Design input_conditioner, sky130hd; sources not shown.
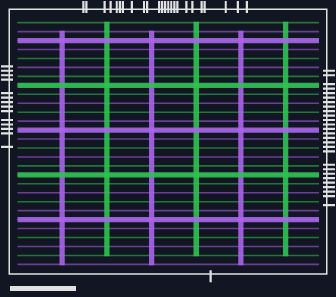
pdn.png
Scale bar: 20 um. Pins as bars on the die edge.
[VDD] green
[VSS] purple
met5 straps: 5
met1 rails: 28
signal pins: 66
met4 straps: 6
die width: 96 um
VDD IR max: 0.000434 V
die height: 80 um

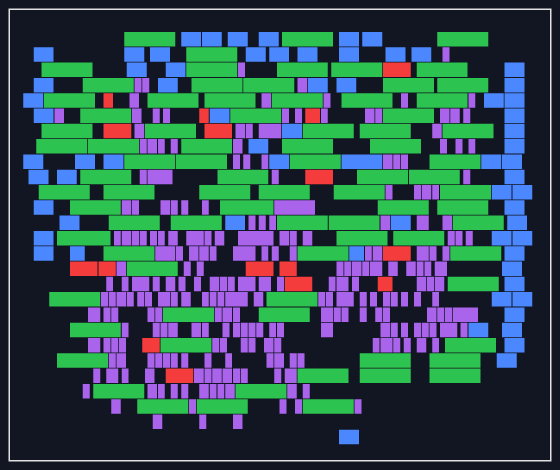
cell_classes.png
[other buffers and delay cells] blue | cells: 68
[all other logic] purple | cells: 249
[clock drivers and dummy loads] red | cells: 16
[flip-flops] green | cells: 82
Core Rows: 27
final core occ: 62.0%

==> notes.md <==
impl run done, here's what came out: outcome finished clean, Non-clk bufs 68, total track usage 19.0%, Comb pwr share 6.8%, Slew headroom 52.3%, Routed WL per cell 13.2 um, clock power share 35.7%, Hold/Removal Path Class primary input to async pin, Critical Path Stages 8, met3 Track Usage GR 6.42%, slack of the critical path 0.675 ns, Adder Area Share 0.742%, Layout fillers 573, Area growth, synth to finish 23.6%, Worst Max-Slew Pin Slew 0.715 ns, clock-net power 775 uW, yosys cell count 355, port bufs 65, top cells, area dfrtp_1 59%, nand2_1 11%, nand3_1 4.8%, FFs & Latches 82, placed inst area 3990 sq um, CP peak stage delay 0.38 ns, Clk Latency, worst-skew pair 0.35 ns, clock slew seen by the registers of the worst setup and hold paths 0.08 ns, Comb group 148 uW, Comb area 988 sq um, well tap count 87, first-pass GRT wire length 11000 um, number of synthesized register bits 82, busiest metal layer after global routing met2, Synth async-reset ratio 100%
Power figures rest on the tool's default switching activity, not on a simulated workload.
